File: config.mk
export PLATFORM = sky130hd
export DESIGN_NAME = dmem_arb_flat
export DESIGN_NICKNAME = d
export VERILOG_FILES = /design/src/rtl/dmem_arb_if.sv /design/src/rtl/dmem_arb.sv /design/src/flat_wrapper.sv
export SDC_FILE = /design/constraint.sdc
export NUM_CORES = 1
export LEC_CHECK = 0
export CORE_AREA = 2 2 69 71
export CTS_CLUSTER_SIZE = 10
export DETAILED_ROUTE_END_ITERATION = 16
export DIE_AREA = 0 0 71 73
export GPL_ROUTABILITY_DRIVEN = 0
export GPL_TIMING_DRIVEN = 1
export PLACE_DENSITY = 0.78
export SLEW_MARGIN = 20
export SYNTH_ARGS = -nofsm -noshare
export SYNTH_HDL_FRONTEND = slang
export SYNTH_SLANG_ARGS = --single-unit
File: constraint.sdc
create_clock -name clk -period 1.4 [get_ports clk]
set_input_delay 0.14 -clock clk [delete_from_list [all_inputs] [get_ports clk]]
set_output_delay 0.14 -clock clk [all_outputs]
set_load 0.005 [all_outputs]
File: src/rtl/dmem_arb_if.sv
// Bus bundle for dmem_arb: CPU port, host port and the shared memory port.
// The arbiter connects through the slave modport. The master modport is the
// requester/memory side.
interface dmem_arb_if;
  // CPU port
  logic        cpu_req;
  logic        cpu_we;
  logic [15:0] cpu_addr;
  logic [15:0] cpu_wdata;
  logic        cpu_gnt;
  logic        cpu_stall;
  logic        cpu_rvalid;
  logic [15:0] cpu_rdata;

  // Host port
  logic        host_req;
  logic        host_we;
  logic        host_lock;
  logic [15:0] host_addr;
  logic [15:0] host_wdata;
  logic        host_gnt;
  logic        host_rvalid;
  logic [15:0] host_rdata;

  // Memory port (mem_rdata is valid one cycle after mem_addr)
  logic [15:0] mem_addr;
  logic [15:0] mem_wdata;
  logic        mem_we;
  logic [15:0] mem_rdata;

  modport slave (
    input  cpu_req, cpu_we, cpu_addr, cpu_wdata,
    output cpu_gnt, cpu_stall, cpu_rvalid, cpu_rdata,
    input  host_req, host_we, host_lock, host_addr, host_wdata,
    output host_gnt, host_rvalid, host_rdata,
    output mem_addr, mem_wdata, mem_we,
    input  mem_rdata
  );

  modport master (
    output cpu_req, cpu_we, cpu_addr, cpu_wdata,
    input  cpu_gnt, cpu_stall, cpu_rvalid, cpu_rdata,
    output host_req, host_we, host_lock, host_addr, host_wdata,
    input  host_gnt, host_rvalid, host_rdata,
    input  mem_addr, mem_wdata, mem_we,
    output mem_rdata
  );
endinterface

File: src/rtl/dmem_arb.sv
// dmem_arb: two-port (CPU / host) arbiter for a single-ported data memory.
// The CPU normally has priority. The host is forced through after waiting
// MAX_WAIT cycles. Grants are combinational and read data returns one cycle
// later, qualified by the owning port's rvalid.
// Optional feature: define DMEM_ARB_LOCK_EN to enable host locked bursts of up
// to LOCK_MAX consecutive grants.
module dmem_arb #(
  parameter int unsigned MAX_WAIT = 4,
  parameter int unsigned LOCK_MAX = 8
) (
  input logic        clk,
  input logic        rst_n,
  dmem_arb_if.slave  bus
);

  localparam logic [3:0] WAIT_LIM = 4'(MAX_WAIT);
  localparam logic [3:0] LOCK_LIM = 4'(LOCK_MAX);

`ifdef DMEM_ARB_LOCK_EN
  typedef enum logic [1:0] {NORM, FORCE, LOCK} state_t;
`else
  typedef enum logic [0:0] {NORM, FORCE} state_t;
`endif

  typedef enum logic [1:0] {OWN_NONE, OWN_CPU, OWN_HOST} owner_t;

  state_t     state;
  owner_t     rd_owner;
  logic [3:0] wait_cnt;
  logic [3:0] wait_nxt;
  logic       host_pri;
  logic       cpu_gnt_c;
  logic       host_gnt_c;

`ifdef DMEM_ARB_LOCK_EN
  logic [3:0] lock_cnt;
  logic       relock_hold;
`else
  logic       unused_lock;
  assign unused_lock = ^{bus.host_lock, LOCK_LIM};
`endif

  // Host priority: always in FORCE, and in LOCK while the host keeps its lock
  always_comb begin
    host_pri = (state == FORCE);
`ifdef DMEM_ARB_LOCK_EN
    if (state == LOCK && bus.host_lock)
      host_pri = 1'b1;
`endif
  end

  // Combinational grants. Both are forced low while reset is asserted.
  always_comb begin
    cpu_gnt_c  = rst_n && bus.cpu_req && !(host_pri && bus.host_req);
    host_gnt_c = rst_n && bus.host_req && !cpu_gnt_c;
  end

  assign bus.cpu_gnt   = cpu_gnt_c;
  assign bus.host_gnt  = host_gnt_c;
  assign bus.cpu_stall = bus.cpu_req && !cpu_gnt_c;

  // Memory port driven by the granted requester, zero when idle
  always_comb begin
    bus.mem_addr  = '0;
    bus.mem_wdata = '0;
    bus.mem_we    = 1'b0;
    if (cpu_gnt_c) begin
      bus.mem_addr  = bus.cpu_addr;
      bus.mem_wdata = bus.cpu_wdata;
      bus.mem_we    = bus.cpu_we;
    end else if (host_gnt_c) begin
      bus.mem_addr  = bus.host_addr;
      bus.mem_wdata = bus.host_wdata;
      bus.mem_we    = bus.host_we;
    end
  end

  // Read data is shared. Only the owning port's rvalid qualifies it.
  assign bus.cpu_rdata  = bus.mem_rdata;
  assign bus.host_rdata = bus.mem_rdata;

  // rvalid is the registered read owner. It is also masked by rst_n so that a
  // read pending when reset is applied never shows up as a valid beat.
  assign bus.cpu_rvalid  = rst_n && (rd_owner == OWN_CPU);
  assign bus.host_rvalid = rst_n && (rd_owner == OWN_HOST);

  // Next host wait count: saturating, cleared on host grant or no request
  always_comb begin
    if (!bus.host_req || host_gnt_c)
      wait_nxt = '0;
    else if (wait_cnt >= WAIT_LIM)
      wait_nxt = WAIT_LIM;
    else
      wait_nxt = wait_cnt + 4'd1;
  end

  // Arbitration FSM, wait/lock counters and read-owner tracking
  always_ff @(posedge clk) begin
    if (!rst_n) begin
      state       <= NORM;
      wait_cnt    <= '0;
      rd_owner    <= OWN_NONE;
`ifdef DMEM_ARB_LOCK_EN
      lock_cnt    <= '0;
      relock_hold <= 1'b0;
`endif
    end else begin
      wait_cnt <= wait_nxt;

      if (cpu_gnt_c && !bus.cpu_we)
        rd_owner <= OWN_CPU;
      else if (host_gnt_c && !bus.host_we)
        rd_owner <= OWN_HOST;
      else
        rd_owner <= OWN_NONE;

`ifdef DMEM_ARB_LOCK_EN
      relock_hold <= 1'b0;
`endif

      case (state)
`ifdef DMEM_ARB_LOCK_EN
        LOCK: begin
          if (host_gnt_c && bus.host_lock) begin
            if (lock_cnt + 4'd1 >= LOCK_LIM) begin
              // Burst exhausted: give the CPU at least one cycle before relocking
              state       <= NORM;
              lock_cnt    <= '0;
              relock_hold <= 1'b1;
            end else begin
              lock_cnt <= lock_cnt + 4'd1;
            end
          end else begin
            state    <= NORM;
            lock_cnt <= '0;
          end
        end
`endif
        default: begin
`ifdef DMEM_ARB_LOCK_EN
          if (host_gnt_c && bus.host_lock && !relock_hold) begin
            // The entering grant is the first locked grant of the burst
            if (LOCK_LIM <= 4'd1) begin
              state       <= NORM;
              lock_cnt    <= '0;
              relock_hold <= 1'b1;
            end else begin
              state    <= LOCK;
              lock_cnt <= 4'd1;
            end
          end else
`endif
          if (state == FORCE) begin
            if (host_gnt_c || !bus.host_req)
              state <= NORM;
          end else if (bus.host_req && !host_gnt_c && wait_nxt == WAIT_LIM) begin
            state <= FORCE;
          end
        end
      endcase
    end
  end

endmodule
File: src/flat_wrapper.sv
// flat-port wrapper written by rule: the top's interface ports become plain ports
module dmem_arb_flat 
#(
  parameter int unsigned MAX_WAIT = 4,
  parameter int unsigned LOCK_MAX = 8
)
  (clk, rst_n, bus_cpu_req, bus_cpu_we, bus_cpu_addr, bus_cpu_wdata, bus_cpu_gnt, bus_cpu_stall, bus_cpu_rvalid, bus_cpu_rdata, bus_host_req, bus_host_we, bus_host_lock, bus_host_addr, bus_host_wdata, bus_host_gnt, bus_host_rvalid, bus_host_rdata, bus_mem_addr, bus_mem_wdata, bus_mem_we, bus_mem_rdata);
  dmem_arb_if bus_i ();
  input logic clk;
  input logic rst_n;
  input wire logic [$bits(bus_i.cpu_req)-1:0] bus_cpu_req;
  input wire logic [$bits(bus_i.cpu_we)-1:0] bus_cpu_we;
  input wire logic [$bits(bus_i.cpu_addr)-1:0] bus_cpu_addr;
  input wire logic [$bits(bus_i.cpu_wdata)-1:0] bus_cpu_wdata;
  output wire logic [$bits(bus_i.cpu_gnt)-1:0] bus_cpu_gnt;
  output wire logic [$bits(bus_i.cpu_stall)-1:0] bus_cpu_stall;
  output wire logic [$bits(bus_i.cpu_rvalid)-1:0] bus_cpu_rvalid;
  output wire logic [$bits(bus_i.cpu_rdata)-1:0] bus_cpu_rdata;
  input wire logic [$bits(bus_i.host_req)-1:0] bus_host_req;
  input wire logic [$bits(bus_i.host_we)-1:0] bus_host_we;
  input wire logic [$bits(bus_i.host_lock)-1:0] bus_host_lock;
  input wire logic [$bits(bus_i.host_addr)-1:0] bus_host_addr;
  input wire logic [$bits(bus_i.host_wdata)-1:0] bus_host_wdata;
  output wire logic [$bits(bus_i.host_gnt)-1:0] bus_host_gnt;
  output wire logic [$bits(bus_i.host_rvalid)-1:0] bus_host_rvalid;
  output wire logic [$bits(bus_i.host_rdata)-1:0] bus_host_rdata;
  output wire logic [$bits(bus_i.mem_addr)-1:0] bus_mem_addr;
  output wire logic [$bits(bus_i.mem_wdata)-1:0] bus_mem_wdata;
  output wire logic [$bits(bus_i.mem_we)-1:0] bus_mem_we;
  input wire logic [$bits(bus_i.mem_rdata)-1:0] bus_mem_rdata;
  assign bus_i.cpu_req = bus_cpu_req;
  assign bus_i.cpu_we = bus_cpu_we;
  assign bus_i.cpu_addr = bus_cpu_addr;
  assign bus_i.cpu_wdata = bus_cpu_wdata;
  assign bus_cpu_gnt = bus_i.cpu_gnt;
  assign bus_cpu_stall = bus_i.cpu_stall;
  assign bus_cpu_rvalid = bus_i.cpu_rvalid;
  assign bus_cpu_rdata = bus_i.cpu_rdata;
  assign bus_i.host_req = bus_host_req;
  assign bus_i.host_we = bus_host_we;
  assign bus_i.host_lock = bus_host_lock;
  assign bus_i.host_addr = bus_host_addr;
  assign bus_i.host_wdata = bus_host_wdata;
  assign bus_host_gnt = bus_i.host_gnt;
  assign bus_host_rvalid = bus_i.host_rvalid;
  assign bus_host_rdata = bus_i.host_rdata;
  assign bus_mem_addr = bus_i.mem_addr;
  assign bus_mem_wdata = bus_i.mem_wdata;
  assign bus_mem_we = bus_i.mem_we;
  assign bus_i.mem_rdata = bus_mem_rdata;
  dmem_arb #(.MAX_WAIT(MAX_WAIT), .LOCK_MAX(LOCK_MAX)) u_core (.clk(clk), .rst_n(rst_n), .bus(bus_i));
endmodule
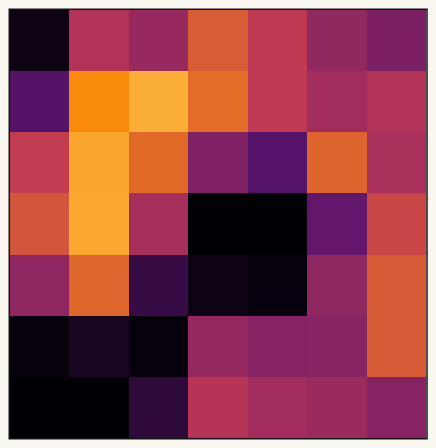
**Above:** cell density map.
The die is cut into 7 by 7 equal tiles; black is low, pale yellow is high, 0 to 100% covered.
6.1% of the tiles are over 75% full. The mean over all tiles is 38%. The emptiest ninth of the die: south-west.

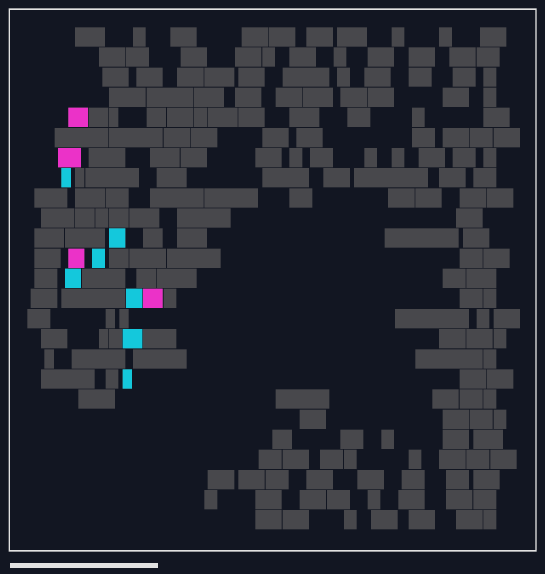
**Above:** gate-type map.
Scale bar: 20 µm.
Cyan shows NAND gates, cells 7, where west. Magenta shows AND and OR gates, cells 4, most used and2b_1.
Comb area share: 24.0%
Top cell excl fill/tap: clkdlybuf4s50_1
Non-Filler Instances: 254

==> run summary <==
From the run reports.

- The run finished, with violations left.
- The final reports fail on negative setup slack.
- The number of fill cells in the layout is 457.
- The number of I/O port buffers is 107.
- The antenna diode count is 0.
- The final timing report counts setup violations totalling 34.
- The number of max-cap violations reads 0.
- The power in combinational cells is 0.000539 W.
- TritonCTS built the clock tree.
- Sequential power for this build is 0.000210 W.
- The relative contribution of sequential cells to total power reads 20.4%.
- After layout, the minimum clock period comes to 1.59 ns.
- The type of the worst setup path reads reg -> out.
- The routed design shows a via density per instance of 4.44.
- The logic gate share of total power is 52.2%.
- The area added between synthesis and finish is 129%.
- The slowest cell on the critical path is dfxtp_4.
- The met1 usage reads 16.2%.
- The final hold violation count recorded for this run is 0.
- The number of rows in the core area is 25.
- The report shows a maximum critical-path fanout of 5.
- At the floorplan stage, the core utilization is reported as 19.8%.
- The launching element of the worst setup path reads u_core.host_pri.
- The critical path arrival reads 1.45 ns.
- The first global-routing pass estimated 5530 µm of wire.
- In the post-route analysis, the smallest setup slack over all paths is -0.189 ns.
- The most common logic cells in the final layout are clkdlybuf4s50_1 (67), buf_2 (28), a22o_1 (25).
- The global routing usage summed across all routing layers reads 13.8%.
- The sink of the worst hold path reads bus_cpu_rdata[2].
- Internal power comes to 0.000783 W.
- The slack of the worst reg-to-reg path reads 0.26 ns.
- The instance tally after logic synthesis is 102.
- TritonCTS reports the number of clock sinks as 7.
- The leakage power is 0.974 nW.
- At the worst endpoint, the required time is 1.26 ns.
- The element type at the critical path start is a flop.
- Global routing finished with a remaining overflow of 0.
- CTS reports a maximum clock tree buffer depth of 2.
- The final-report max-slew violation count reads 0.
- The detailed-route DRC error count is 0.
- The kind of cell adding the most delay to the critical path reads buffers and inverters.
- The count of cell instances traversed by the critical path is 7.
[cell usage after synthesis (all sizes together)]
cell type / number / area, µm²
ha: 1 / 12.5
and3b: 1 / 8.76
and3: 1 / 6.26
nor2b: 1 / 8.76
nand3: 1 / 5.00
nor4b: 1 / 8.76
conb: 1 / 3.75
nand2b: 1 / 6.26
and2b: 2 / 15.0
buf: 38 / 297
a22o: 32 / 289
a21oi: 2 / 21.3
mux2: 1 / 11.3
nor3: 2 / 10.0
nor2: 5 / 26.3
dfxtp: 7 / 140
nand3b: 1 / 7.51
nand2: 4 / 20.0
[flip-flops by register name, indices dropped and copies added, names as in the netlist]
register         cells
u_core.host_pri      1
u_core.wait_cnt      4
u_core.rd_owner      2
[cells by family after synthesis]
logic type,share of synthesized area [%]
buffers and inverters,33.1
AOI/OAI and AO/OA,34.6
and+or+nand+nor,13.7
DFF,15.6
muxes,1.26
adders and majority gates,1.39
other,0.418
[stage by stage]
| step | power, W | hold slack [ns] | TNS [ns] | cell area [µm²] | utilization, % |
|---|---|---|---|---|---|
| after floorplan | 0.000418 | 0.219 | 0 | 897 | - |
| after global placement | 0.000701 | 0.280 | -19.49 | 1840 | 40.5 |
| after detailed placement | 0.000705 | 0.280 | -19.95 | 1840 | 40.5 |
| after CTS | 0.00102 | 0.280 | -3.96 | 1980 | 43.7 |
| after global routing | 0.00109 | 0.280 | -4.87 | 2050 | 45.2 |
| final | 0.00103 | 0.280 | -3.20 | 2050 | 45.2 |
[repair_timing]
item	4_1_cts	5_1_grt
cloned	4	1
endpoints found under the setup margin	38	38
pin swaps	15	6
resized	161	12
setup buffers	14	2
[layout make-up]
type | instances | area share [%]
flip-flops and latches | 7 | 7.01
multi-input cells | 57 | 24.0
well taps | 54 | 3.29
repair buffers | 132 | 63.5
clock buffers | 4 | 2.20
Power figures rest on the tool's default switching activity, not on a simulated workload.
